File: config.mk
export PLATFORM = sky130hd
export DESIGN_NAME = debounce_bank
export DESIGN_NICKNAME = d
export VERILOG_FILES = /design/src/rtl/debounce_pkg.sv /design/src/rtl/debounce_channel.sv /design/src/rtl/debounce_bank.sv
export SDC_FILE = /design/constraint.sdc
export NUM_CORES = 1
export LEC_CHECK = 0
export CORE_MARGIN = 10
export CORE_UTILIZATION = 30
export CTS_CLUSTER_DIAMETER = 60
export DETAILED_ROUTE_END_ITERATION = 7
export PLACE_DENSITY = 0.46
export SETUP_SLACK_MARGIN = 0.02
export SLEW_MARGIN = 20
export SYNTH_ARGS = -nofsm -noshare
export SYNTH_HDL_FRONTEND = slang
export SYNTH_SLANG_ARGS = --single-unit
File: constraint.sdc
create_clock -name clk -period 6 [get_ports clk]
set_input_delay 1.2 -clock clk [delete_from_list [all_inputs] [get_ports clk]]
set_output_delay 1.2 -clock clk [all_outputs]
set_load 0.01 [all_outputs]
File: src/rtl/debounce_pkg.sv
// rtl/debounce_pkg.sv - shared types and helpers for the debounce bank
//
// Purpose: per-channel FSM state encoding and the counter-width helper used
// by every debounce channel.
// Ports: none (package).

package debounce_pkg;

  typedef enum logic [1:0] {
    SM_INIT    = 2'd0,
    SM_IDLE    = 2'd1,
    SM_HOLDOFF = 2'd2
  } dbc_state_t;

  // One counter serves both the debounce run length and the holdoff period,
  // so it must hold the larger of the two terminal values.
  function automatic int cnt_width(input int min_count, input int holdoff);
    int max_val;
    max_val = (min_count > holdoff) ? min_count : holdoff;
    if (max_val < 1) begin
      max_val = 1;
    end
    return $clog2(max_val + 1);
  endfunction

endpackage

File: src/rtl/debounce_channel.sv
// rtl/debounce_channel.sv - one synchronised, debounced input channel
//
// Purpose: synchronises one raw asynchronous input, captures its starting
// level, then tracks level changes that persist for G_MIN_COUNT samples,
// locking out further edges for G_HOLDOFF cycles after each change.
// Ports:
//   clk     - clock
//   aresetn - asynchronous active-low reset
//   en      - channel enable; low holds the channel in SM_INIT, outputs 0
//   din     - raw asynchronous input
//   dout    - debounced level
//   rise    - one-cycle pulse on a debounced 0->1 change
//   fall    - one-cycle pulse on a debounced 1->0 change
//   valid   - starting level has been captured

module debounce_channel
  import debounce_pkg::*;
#(
  parameter int G_SYNC_STAGES = 2,
  parameter int G_MIN_COUNT   = 16,
  parameter int G_HOLDOFF     = 256
) (
  input  logic clk,
  input  logic aresetn,
  input  logic en,
  input  logic din,
  output logic dout,
  output logic rise,
  output logic fall,
  output logic valid
);

  localparam int CW = cnt_width(G_MIN_COUNT, G_HOLDOFF);
  localparam logic [CW-1:0] MIN_C   = CW'(G_MIN_COUNT);
  localparam logic [CW-1:0] HOLD_C  = CW'(G_HOLDOFF);
  localparam logic [CW-1:0] CNT_MAX = '1;

  logic [G_SYNC_STAGES-1:0] sync_q;
  logic [G_SYNC_STAGES-1:0] prime_q;
  logic                     s;
  logic                     primed;

  dbc_state_t    state_q, state_d;
  logic [CW-1:0] cnt_q, cnt_d;
  logic [CW-1:0] cnt_inc;
  logic [CW-1:0] run_len;
  logic          cand_q, cand_d;
  logic          dout_q, dout_d;
  logic          valid_q, valid_d;
  logic          rise_q, rise_d;
  logic          fall_q, fall_d;

  assign s = sync_q[G_SYNC_STAGES-1];

  // prime_q fills with ones behind the sync chain so the starting level is
  // only sampled once the chain holds real input rather than reset zeros.
  assign primed = prime_q[G_SYNC_STAGES-1];

  assign cnt_inc = (cnt_q == CNT_MAX) ? cnt_q : cnt_q + CW'(1);

  always_ff @(posedge clk or negedge aresetn) begin
    if (!aresetn) begin
      sync_q  <= '0;
      prime_q <= '0;
    end else begin
      sync_q  <= {sync_q[G_SYNC_STAGES-2:0], din};
      prime_q <= {prime_q[G_SYNC_STAGES-2:0], 1'b1};
    end
  end

  always_ff @(posedge clk or negedge aresetn) begin
    if (!aresetn) begin
      state_q <= SM_INIT;
      cnt_q   <= '0;
      cand_q  <= 1'b0;
      dout_q  <= 1'b0;
      valid_q <= 1'b0;
      rise_q  <= 1'b0;
      fall_q  <= 1'b0;
    end else begin
      state_q <= state_d;
      cnt_q   <= cnt_d;
      cand_q  <= cand_d;
      dout_q  <= dout_d;
      valid_q <= valid_d;
      rise_q  <= rise_d;
      fall_q  <= fall_d;
    end
  end

  always_comb begin
    state_d = state_q;
    cnt_d   = cnt_q;
    cand_d  = cand_q;
    dout_d  = dout_q;
    valid_d = valid_q;
    rise_d  = 1'b0;
    fall_d  = 1'b0;
    run_len = '0;

    if (!en) begin
      state_d = SM_INIT;
      cnt_d   = '0;
      cand_d  = 1'b0;
      dout_d  = 1'b0;
      valid_d = 1'b0;
    end else begin
      case (state_q)
        SM_INIT: begin
          if (!primed) begin
            cnt_d = '0;
          end else begin
            // A zero count means no run is in progress, so this sample
            // starts a new run regardless of the stale candidate.
            if ((cnt_q == '0) || (s != cand_q)) begin
              run_len = CW'(1);
            end else begin
              run_len = cnt_inc;
            end
            cand_d = s;
            if (run_len >= MIN_C) begin
              dout_d  = s;
              valid_d = 1'b1;
              cnt_d   = '0;
              state_d = SM_IDLE;
            end else begin
              cnt_d = run_len;
            end
          end
        end

        SM_IDLE: begin
          if (s != dout_q) begin
            if (cnt_inc >= MIN_C) begin
              dout_d = s;
              rise_d = s;
              fall_d = ~s;
              cnt_d  = '0;
              if (G_HOLDOFF == 0) begin
                state_d = SM_IDLE;
              end else begin
                state_d = SM_HOLDOFF;
              end
            end else begin
              cnt_d = cnt_inc;
            end
          end else begin
            cnt_d = '0;
          end
        end

        SM_HOLDOFF: begin
          if (cnt_inc >= HOLD_C) begin
            cnt_d   = '0;
            state_d = SM_IDLE;
          end else begin
            cnt_d = cnt_inc;
          end
        end

        default: begin
          state_d = SM_INIT;
          cnt_d   = '0;
        end
      endcase
    end
  end

  assign dout  = dout_q;
  assign rise  = rise_q;
  assign fall  = fall_q;
  assign valid = valid_q;

endmodule

File: src/rtl/debounce_bank.sv
// rtl/debounce_bank.sv - bank of independent debounced input channels
//
// Purpose: instantiates G_NUM_CHANNELS debounce_channel blocks; pure wiring.
// Ports:
//   clk            - clock for all channels
//   aresetn        - asynchronous active-low reset
//   chan_en        - per-channel enable
//   din_bounce     - raw asynchronous inputs
//   dout_debounced - debounced levels
//   rise_pulse     - one-cycle pulse per debounced 0->1 change
//   fall_pulse     - one-cycle pulse per debounced 1->0 change
//   valid          - per-channel starting level captured

module debounce_bank
  import debounce_pkg::*;
#(
  parameter int G_NUM_CHANNELS = 8,
  parameter int G_SYNC_STAGES  = 2,
  parameter int G_MIN_COUNT    = 16,
  parameter int G_HOLDOFF      = 256
) (
  input  logic                      clk,
  input  logic                      aresetn,
  input  logic [G_NUM_CHANNELS-1:0] chan_en,
  input  logic [G_NUM_CHANNELS-1:0] din_bounce,
  output logic [G_NUM_CHANNELS-1:0] dout_debounced,
  output logic [G_NUM_CHANNELS-1:0] rise_pulse,
  output logic [G_NUM_CHANNELS-1:0] fall_pulse,
  output logic [G_NUM_CHANNELS-1:0] valid
);

  for (genvar i = 0; i < G_NUM_CHANNELS; i++) begin : g_chan
    debounce_channel #(
      .G_SYNC_STAGES(G_SYNC_STAGES),
      .G_MIN_COUNT  (G_MIN_COUNT),
      .G_HOLDOFF    (G_HOLDOFF)
    ) u_chan (
      .clk    (clk),
      .aresetn(aresetn),
      .en     (chan_en[i]),
      .din    (din_bounce[i]),
      .dout   (dout_debounced[i]),
      .rise   (rise_pulse[i]),
      .fall   (fall_pulse[i]),
      .valid  (valid[i])
    );
  end

endmodule

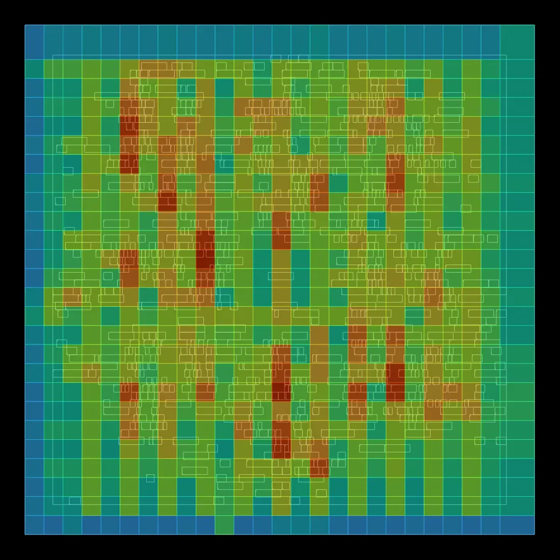
run_1/congestion_map.png
grt peak-use layer: met2
met2 Track Usage GR: 17.0%
Util after Layout: 35.0%
met1 Track Usage GR: 15.0%
GRT Total Usage: 11.1%

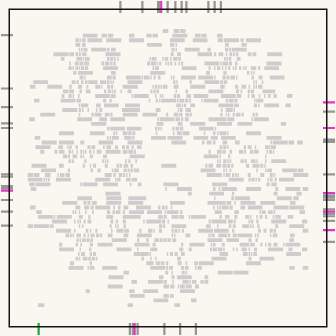
run_1/pinout.png
Pins as bars across the die edge, other pins in grey.
legend:
  green:
    port: `aresetn`
    pins: 1
    direction: input
    edge: bottom
  magenta:
    port: `fall_pulse`
    pins: 8
    direction: output
    edge: 5 right, 1 top, 1 bottom, 1 left
all pins by edge: 17 right, 13 left, 12 top, 8 bottom
Die Ht: 185 um
die width: 185 um
IO Port Bufs: 49

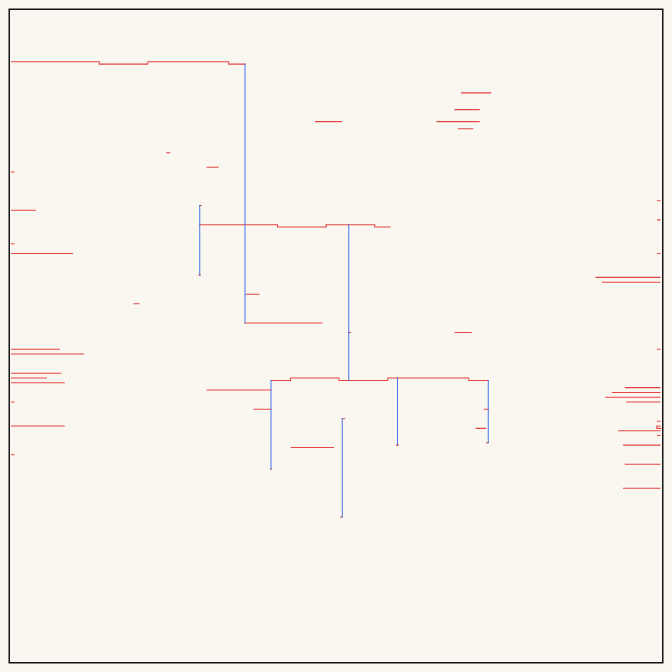
run_1/layers.png
Only two layers are drawn.
legend:
  blue:
    layer: M4
    wire_length: 227 um
  red:
    layer: M3
    wire_length: 551 um

==> reports/metrics.csv, run 1 <==
stage,metric,value,unit
route,ANT nets after route,0,
route,Remaining DRCs,0,
grt,initial antenna violation count,0,
logic_synthesis,Post-synth EDFFs,0,
route,Routed WL,18100,um
logic_synthesis,sequential area share after synthesis,44.7,%
setup_path,"slowest stage delay, CP",0.61,ns
cells_and_area,multi-input combinational area share,42.9,%
logic_synthesis,ys flop type,dfrtp_1,
setup_path,Levels on crit path,1,
logic_synthesis,leading area contributor after synthesis,dfrtp_1,
setup_path,critical path launch point type,flop,
logic_synthesis,Max-area cell share,44.7,%
route,Post-Route M1 WL,9240,um
cells_and_area,buffer share of cell area,5.47,%
clock_tree,post-CTS setup buffer count,0,
route,vias per cell,5.01,
clock_tree,Worst-path clk slew,0.06,ns
grt,pin count of the biggest net entering global routing,57,
floorplan,Core Rows,60,
timing,Final Hold Viols,0,
timing,Worst Hold Slack,0.346,ns
timing,Max Slew Vio Count,0,
placed_design,routability cong.,0.780,
setup_path,"delay-heaviest family, CP",buffers and inverters,
grt,total grt overflow,0,
timing,worst slew pin tran,0.744,ns
clock_tree,clk_lat worst skew,0.42,ns
logic_synthesis,Post-synth ARST share,100,%
route,drt wl/cell,14.3,um
cells_and_area,clock buffers,19,
clock_tree,CTS max path bufs,2,
logic_synthesis,Synth area leaders,"dfrtp_1 (45%), nand2_1 (4.1%), a21oi_1 (4.1%)",
clock_tree,CTS tree,yes,
setup_path,worst reg2reg endpoint,g_chan[6].u_chan.cnt_q[3],
hold_path,Hold Path Cell Cnt,0,
setup_path,Setup crit start,g_chan[0].u_chan.dout,
placed_design,area after detailed placement,8770,um^2
logic_synthesis,Post-Syn Area per Cell,9.17,um^2
clock_tree,# hold bufs at CTS,0,
floorplan,floorplan core area,26900,um^2
power,worst vdd ir,144,uV
power,LEAKAGE,0.00385,uW
route,vias,6307,
setup_path,Worst setup EP type,primary output,
setup_path,critical path required time,4.80,ns
status,status,"complete, no violations",
logic_synthesis,Synth Warn #,0,
run,OpenROAD warnings,34,
setup_path,CP Capture Point,dout_debounced[0],
cells_and_area,flop share of the area,38.9,%
cells_and_area,share of layout cells above drive strength 1,6.09,%
logic_synthesis,synth unique cells,74,
power,Design Power,2450,uW
logic_synthesis,# Cells Yosys,891,
cells_and_area,register area,3650,um^2
cells_and_area,Non-CTS inverters,39,
timing,period utilization,44.4,%
logic_synthesis,Mapped Area,8170,um^2
logic_synthesis,#FFs+latches synth,146,
cells_and_area,clock network area share,6.70,%
setup_path,CP Buf/Inv Count,1,
setup_path,critical path arrival,1.46,ns
hold_path,Min-Delay Endpoint,g_chan[4].u_chan.sync_q[1],
route,met2 wire len,8050,um
logic_synthesis,Yosys chip area,8170,um^2
logic_synthesis,post-synthesis cell count,891,
grt,met3 Usage GRT,2.55,%
power,Pwr per Cell Area,260,nW/um^2
cells_and_area,number of logic gates,652,
route,met3 routed WL,550,um
floorplan,# Taps,341,
cells_and_area,n_diodes,0,
timing,setup repair after global routing missed its margin,false,
setup_path,R2R cell count,7,
hold_path,Hold Startpoint,g_chan[4].u_chan.sync_q[0],
clock_tree,CTS Root Cell,clkbuf_16,
logic_synthesis,most common library cells after synthesis,"dfrtp_1 (146), nand2_1 (90), nor2_1 (87)",
cells_and_area,number of nets in the layout,942,
cells_and_area,design area,9400,um^2
setup_path,reg2reg start,g_chan[6].u_chan.cnt_q[0],
logic_synthesis,Yosys top cell by instances,dfrtp_1,
clock_tree,Clock Sinks,146,
setup_path,"slowest stage cell, crit path",clkdlybuf4s50_1,
run,max cap viols,0,
setup_path,crit-path cells,clkdlybuf4s50_1,
cells_and_area,flip-flops,146,
## run 1: kinds of logic after synthesis
logic type / synth area share [%]
flip-flops: 44.7
multiplexers: 1.79
XOR/XNOR: 6.11
AND/OR/NAND/NOR: 21.9
adder cells (fa/ha/maj): 2.45
other: 0.0919
buffers and inverters: 6.26
AND-OR/OR-AND: 16.7
## run 1: stage by stage
step,util [%],worst slack (ns),instances
floorplan,-,3.69,898
global placement,32.6,3.17,1230
detailed placement,32.6,3.12,1230
CTS,35.0,3.29,1260
global route,35.0,3.26,1260
finish,35.0,3.34,1260
## run 1: power by group
| part | switching, uW | internal, uW |
|---|---|---|
| combinational | 135 | 102 |
| sequential | 41.8 | 1020 |
| clock | 408 | 742 |
| total | 585 | 1860 |
## run 1: registers in the layout (all words and copies together), names as in the netlist
signal / count
g_chan.u_chan.cnt_q: 72
g_chan.u_chan.dout: 8
g_chan.u_chan.fall: 8
g_chan.u_chan.rise: 8
g_chan.u_chan.cand_q: 8
g_chan.u_chan.prime_q: 2
g_chan.u_chan.sync_q: 16
g_chan.u_chan.state_q: 16
g_chan.u_chan.valid: 8
## run 1: placed cells by master (no fill, tap or decap), types with 10 or more instances in the layout
| cell | count |
|---|---|
| nor2b_1 | 17 |
| mux2i_1 | 12 |
| nor3b_1 | 12 |
| a31oi_1 | 26 |
| dfrtp_1 | 146 |
| nor3_1 | 17 |
| a211oi_1 | 10 |
| nand3_1 | 37 |
| nand2_1 | 90 |
| o21a_1 | 11 |
| xor2_1 | 23 |
| nor2_1 | 87 |
| ha_1 | 16 |
| o21ai_0 | 27 |
| clkdlybuf4s50_1 | 48 |
| xnor2_1 | 34 |
| nand2b_1 | 10 |
| inv_1 | 39 |
| clkbuf_16 | 17 |
| and2_1 | 10 |
| and3_1 | 18 |
| a21oi_1 | 67 |
run_1/ff_map.png
Other sequential cells in the stronger grey, the rest of the logic in the fainter grey.
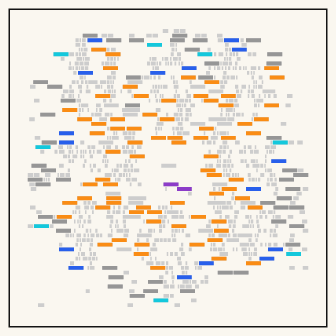

--- run 2 (diff from run 1) ---
Clock period 6 ns to 2.65 ns, I/O delays scaled along.
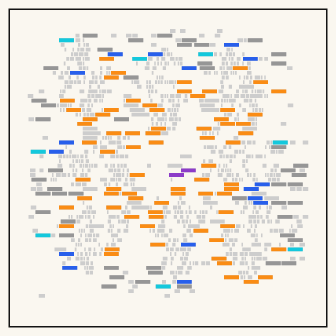
run_2/ff_map.png
Other sequential cells in the stronger grey, the rest of the logic in the fainter grey.
legend:
  cyan:
    name_in_the_netlist: `g_chan.u_chan.valid`
    placed_flops: 8
    where: spread over the die
  purple:
    name_in_the_netlist: `g_chan.u_chan.prime_q`
    placed_flops: 2
  orange:
    name_in_the_netlist: `g_chan.u_chan.cnt_q`
    placed_flops: 72
  blue:
    name_in_the_netlist: `g_chan.u_chan.state_q`
    placed_flops: 16
    where: spread over the die
not coloured: 48

==> run 2 against run 1 <==
Sequential cell count did not move. Global-route usage is essentially flat. Critical path depth grew 6. Cell area rose by 0.65%. Clock skew up 0.0068 ns. Register-to-register slack worse by 3.3 ns. Area after synthesis did not move. Non-clock buffer count up 5. Sequential power up 130%. Cell count increased by 0.48%. Largest cell class unchanged. Highest routed layer unchanged.
==> reports/metrics.csv, run 2 <==
stage,metric,value,unit
grt,met1 Track Usage GR,14.8,%
route,vias,6304,
route,met2 wire len,8200,um
logic_synthesis,Yosys top cell by instances,dfrtp_1,
power,switching power,1340,uW
grt,total grt overflow,0,
floorplan,Die Ht,185,um
setup_path,critical path launch point type,flop,
clock_tree,CTS Root Cell,clkbuf_16,
power,Combinational Power Share,9.9,%
cells_and_area,number of nets in the layout,947,
grt,initial antenna violation count,0,
floorplan,floorplan core area,26900,um^2
cells_and_area,Top cells excl fill/tap,"dfrtp_1 (146), nand2_1 (90), nor2_1 (87), a21oi_1 (67), clkdlybuf4s50_1 (48)",
route,drt wl/cell,14.3,um
route,met3 routed WL,666,um
power,clock distribution power,2580,uW
logic_synthesis,ys flop type,dfrtp_1,
power,Comb group,548,uW
cells_and_area,"non-filler cells, final",1266,
power,worst vdd ir,333,uV
setup_path,critical path required time,2.92,ns
grt,met3 Usage GRT,2.76,%
power,Net Sw Frac,24.2,%
grt,grt peak-use layer,met2,
placed_design,DP Cell Count,1235,
logic_synthesis,Post-Syn Area per Cell,9.17,um^2
cells_and_area,top flop regs,"g_chan.u_chan.cnt_q (72), g_chan.u_chan.state_q (16), g_chan.u_chan.sync_q (16)",
setup_path,Worst setup EP type,flop,
clock_tree,Worst-path clk slew,0.06,ns
power,LEAKAGE,0.00388,uW
setup_path,"slowest stage delay, CP",0.42,ns
logic_synthesis,synth unique cells,74,
logic_synthesis,# Cells Yosys,891,
power,Seq group,2400,uW
timing,setup repair after global routing missed its margin,false,
cells_and_area,register with the most flip-flops,g_chan.u_chan.cnt_q,
run,max cap viols,0,
logic_synthesis,Post-synth ARST share,100,%
cells_and_area,number of flip-flops in the largest register,72,
floorplan,die width,185,um
timing,Final Hold Viols,0,
clock_tree,CTS max path bufs,2,
grt,met2 Track Usage GR,17.0,%
logic_synthesis,Synth area leaders,"dfrtp_1 (45%), nand2_1 (4.1%), a21oi_1 (4.1%)",
route,Post-Route M1 WL,8980,um
logic_synthesis,most common library cells after synthesis,"dfrtp_1 (146), nand2_1 (90), nor2_1 (87)",
logic_synthesis,sequential area share after synthesis,44.7,%
clock_tree,Clock Sinks,146,
clock_tree,# hold bufs at CTS,0,
power,P_int,4190,uW
setup_path,critical path arrival,2.59,ns
floorplan,Core Rows,60,
route,vias per cell,4.98,
grt,pin count of the biggest net entering global routing,54,
setup_path,"slowest stage cell, crit path",dfrtp_1,
logic_synthesis,Mapped Area,8170,um^2
power,Clk network pwr share,46.6,%
cells_and_area,most common logic cell in the routed design,dfrtp_1,
route,Remaining DRCs,0,
clock_tree,CTS tree,yes,
timing,worst slew pin tran,0.618,ns
route,ANT nets after route,0,
logic_synthesis,Post-synth EDFFs,0,
logic_synthesis,#FFs+latches synth,146,
placed_design,IO Port Bufs,49,
power,Largest Pwr Group,clock,
timing,Max Slew Vio Count,0,
status,status,"complete, no violations",
setup_path,crit-path cells,ha_1 -> and3_2 -> a31oi_1 -> o221ai_1 -> nor2_1 -> nor2_1 -> a2111oi_0,
-- run 2: final timing paths --
check / from / endpoint / slack [ns] / depth (start not counted)
max: g_chan[6].u_chan.cnt_q[0] / g_chan[6].u_chan.cnt_q[6] / 0.34 / 7
min: aresetn / g_chan[2].u_chan.state_q[1] / 0.05 / 1
max reg2reg: g_chan[6].u_chan.cnt_q[0] / g_chan[6].u_chan.cnt_q[6] / 0.34 / 7
min reg2reg: g_chan[7].u_chan.prime_q[0] / g_chan[0].u_chan.prime_q[1] / 0.35 / 0
max in group asynchronous: aresetn / g_chan[3].u_chan.sync_q[0] / 1.94 / 2
min in group clk: g_chan[7].u_chan.prime_q[0] / g_chan[0].u_chan.prime_q[1] / 0.35 / 0
-- run 2: critical path: cells and delay by family, from the launching register on --
| family | cells | cell delay [ns] |
|---|---|---|
| AND/OR/NAND/NOR | 3 | 0.53 |
| flip-flops | 1 | 0.42 |
| adder cells (fa/ha/maj) | 1 | 0.26 |
| AND-OR/OR-AND | 3 | 0.96 |
-- run 2: logic make-up after synthesis --
logic type,synth area share [%]
buffers and inverters,6.26
muxes,1.79
DFF,44.7
AOI/OAI and AO/OA,16.7
adders and majority gates,2.45
other,0.0919
xor gates and xnor gates,6.11
and+or+nand+nor,21.9
-- run 2: per-stage QoR --
step	setup slack, ns	total power (uW)	hold slack (ns)	util [%]	instance area [um^2]
global placement	0.432	3000	0.331	32.9	8830
finish	0.336	5530	0.0486	35.2	9460
detailed placement	0.293	3000	0.336	32.9	8830
floorplan	0.638	2790	0.234	-	8200
global route	0.103	5810	0.0790	35.2	9460
CTS	0.341	5630	0.0768	35.2	9460
-- run 2: final cells by class --
cell class	instances	area, um^2
clock buffer	22	474
inverter	39	146
fill	2759	17400
multi-input combinational	652	4030
tap	341	427
sequential	146	3650
clock inverter	9	154
timing repair buffer	57	577
--- run 3 (diff from run 2) ---
Settings changed: CTS_CLUSTER_DIAMETER 60 to default.
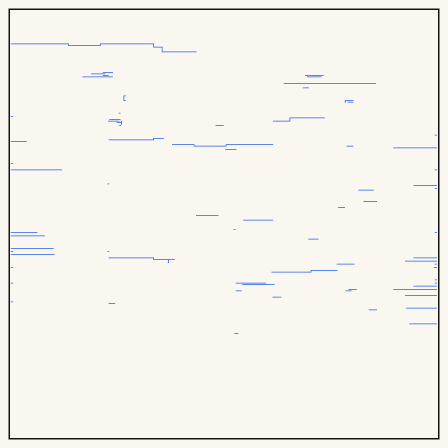
run_3/m3.png
wire length on this layer: 666 um
share of all routed wire: 3.7%
nets with wire on the layer: 60
longest straight run: 39.6 um
main direction: horizontal

==> run 3 against run 2 <==
Sequential cell count unchanged. Clock skew unchanged. Cell area unchanged. Setup slack unchanged. Critical path depth unchanged. Count of clock-buffer cells in the layout unchanged. Synthesized cell count unchanged. Cell count unchanged. Combinational power about the same. Sequential power about the same. Hold slack unchanged. Largest cell class unchanged.
==> reports/metrics.csv, run 3 <==
stage,metric,value,unit
power,Largest Pwr Group,clock,
logic_synthesis,most common library cells after synthesis,"dfrtp_1 (146), nand2_1 (90), nor2_1 (87)",
route,Routed WL,18100,um
timing,Final Hold Viols,0,
timing,slack of the critical path,0.336,ns
floorplan,die width,185,um
power,Pwr per Cell Area,584,nW/um^2
placed_design,routability cong.,0.815,
floorplan,Core Rows,60,
power,clock distribution power,2580,uW
cells_and_area,share of layout cells above drive strength 1,6.59,%
cells_and_area,Top cells excl fill/tap,"dfrtp_1 (146), nand2_1 (90), nor2_1 (87), a21oi_1 (67), clkdlybuf4s50_1 (48)",
floorplan,Starting Density,30.4,%
timing,setup repair after global routing missed its margin,false,
power,share of power burned in registers,43.4,%
grt,initial antenna violation count,0,
timing,worst slew pin tran,0.618,ns
timing,period utilization,87.3,%
cells_and_area,most common logic cell in the routed design,dfrtp_1,
setup_path,Setup crit start,g_chan[6].u_chan.cnt_q[0],
power,Seq group,2400,uW
clock_tree,post-CTS setup buffer count,0,
logic_synthesis,leading area contributor after synthesis,dfrtp_1,
grt,GRT Total Usage,11.1,%
logic_synthesis,sequential area share after synthesis,44.7,%
route,vias per cell,4.98,
logic_synthesis,Yosys chip area,8170,um^2
setup_path,critical path arrival,2.59,ns
power,switching power,1340,uW
placed_design,DP Worst Slack,0.293,ns
cells_and_area,top flop regs,"g_chan.u_chan.cnt_q (72), g_chan.u_chan.state_q (16), g_chan.u_chan.sync_q (16)",
setup_path,crit-path cells,ha_1 -> and3_2 -> a31oi_1 -> o221ai_1 -> nor2_1 -> nor2_1 -> a2111oi_0,
route,vias,6304,
clock_tree,CTS tree,yes,
timing,Fin Clk Skew,0.0175,ns
route,ANT nets after route,0,
clock_tree,# hold bufs at CTS,0,
logic_synthesis,Yosys top cell by instances,dfrtp_1,
logic_synthesis,Mapped Area,8170,um^2
setup_path,"delay-heaviest family, CP",AND-OR/OR-AND gates,
status,status,"complete, no violations",
setup_path,"slowest stage delay, CP",0.42,ns
setup_path,reg2reg start,g_chan[6].u_chan.cnt_q[0],
setup_path,critical path required time,2.92,ns
clock_tree,CTS max path bufs,2,
logic_synthesis,post-synthesis cell count,891,
clock_tree,Worst-path clk slew,0.06,ns
clock_tree,PostCTS Resize Cnt,0,
grt,first-pass GRT wire length,31000,um
logic_synthesis,Post-synth ARST share,100,%
cells_and_area,number of nets in the layout,947,
cells_and_area,register with the most flip-flops,g_chan.u_chan.cnt_q,
route,Remaining DRCs,0,
clock_tree,CTS Root Cell,clkbuf_16,
power,P_int,4190,uW
power,LEAKAGE,0.00388,uW
logic_synthesis,Max-area cell share,44.7,%
power,Comb group,548,uW
run,max cap viols,0,
power,Net Sw Frac,24.2,%
cells_and_area,number of flip-flops in the largest register,72,
logic_synthesis,Synth area leaders,"dfrtp_1 (45%), nand2_1 (4.1%), a21oi_1 (4.1%)",
cells_and_area,n_diodes,0,
timing,Max Slew Vio Count,0,
clock_tree,Clock Sinks,146,
placed_design,IO Port Bufs,49,
setup_path,CP Buf/Inv Count,0,
logic_synthesis,# Cells Yosys,891,
logic_synthesis,Synth Warn #,0,
setup_path,critical path launch point type,flop,
power,Clk network pwr share,46.6,%
setup_path,Worst setup EP type,flop,
power,worst vdd ir,333,uV
logic_synthesis,#FFs+latches synth,146,
run,OpenROAD warnings,34,
floorplan,floorplan core area,26900,um^2
grt,total grt overflow,0,
floorplan,Die Ht,185,um
power,Combinational Power Share,9.9,%
logic_synthesis,synth unique cells,74,
-- run 3: cell counts after synthesis --
Identical to the previous run, type by type.
-- run 3: metrics by stage --
stage	area [um^2]	std cells	power, uW	hold WS (ns)	utilization, %
6_report	9460	1266	5530	0.0486	35.2
3_3_place_gp	8830	1235	3000	0.331	32.9
4_1_cts	9460	1266	5630	0.0768	35.2
3_5_place_dp	8830	1235	3000	0.336	32.9
5_1_grt	9460	1266	5810	0.0790	35.2
2_1_floorplan	8200	898	2790	0.234	-
-- run 3: area by class of cell --
type                       instances  area [um^2]
inverter                          39          146
sequential                       146         3650
timing repair buffer              57          577
fill                            2759        17400
clock buffer                      22          474
tap                              341          427
clock inverter                     9          154
multi-input combinational        652         4030
-- run 3: final timing paths --
path / end / cells after the start / slack [ns]
max: g_chan[6].u_chan.cnt_q[6] / 7 / 0.34
min: g_chan[2].u_chan.state_q[1] / 1 / 0.05
max reg2reg: g_chan[6].u_chan.cnt_q[6] / 7 / 0.34
min reg2reg: g_chan[0].u_chan.prime_q[1] / 0 / 0.35
max in group asynchronous: g_chan[3].u_chan.sync_q[0] / 2 / 1.94
min in group clk: g_chan[0].u_chan.prime_q[1] / 0 / 0.35
-- run 3: layer usage --
metal	up-vias	part of all wire (%)	GRT usage, %
met5	-	0	0
met4	0	1.4	3.80
met1	3027	50	14.8
met2	106	45	17.0
met3	15	3.7	2.76
li1	3156	-	-
-- run 3: cells by family after synthesis --
family / Yosys count / share of synthesized area [%]
compound gates: 203 / 16.7
xor+xnor: 57 / 6.11
fa+ha+maj: 16 / 2.45
buf+inv: 100 / 6.26
flops: 146 / 44.7
mux: 14 / 1.79
other cells: 2 / 0.0919
simple gates: 353 / 21.9
Power figures rest on the tool's default switching activity, not on a simulated workload.
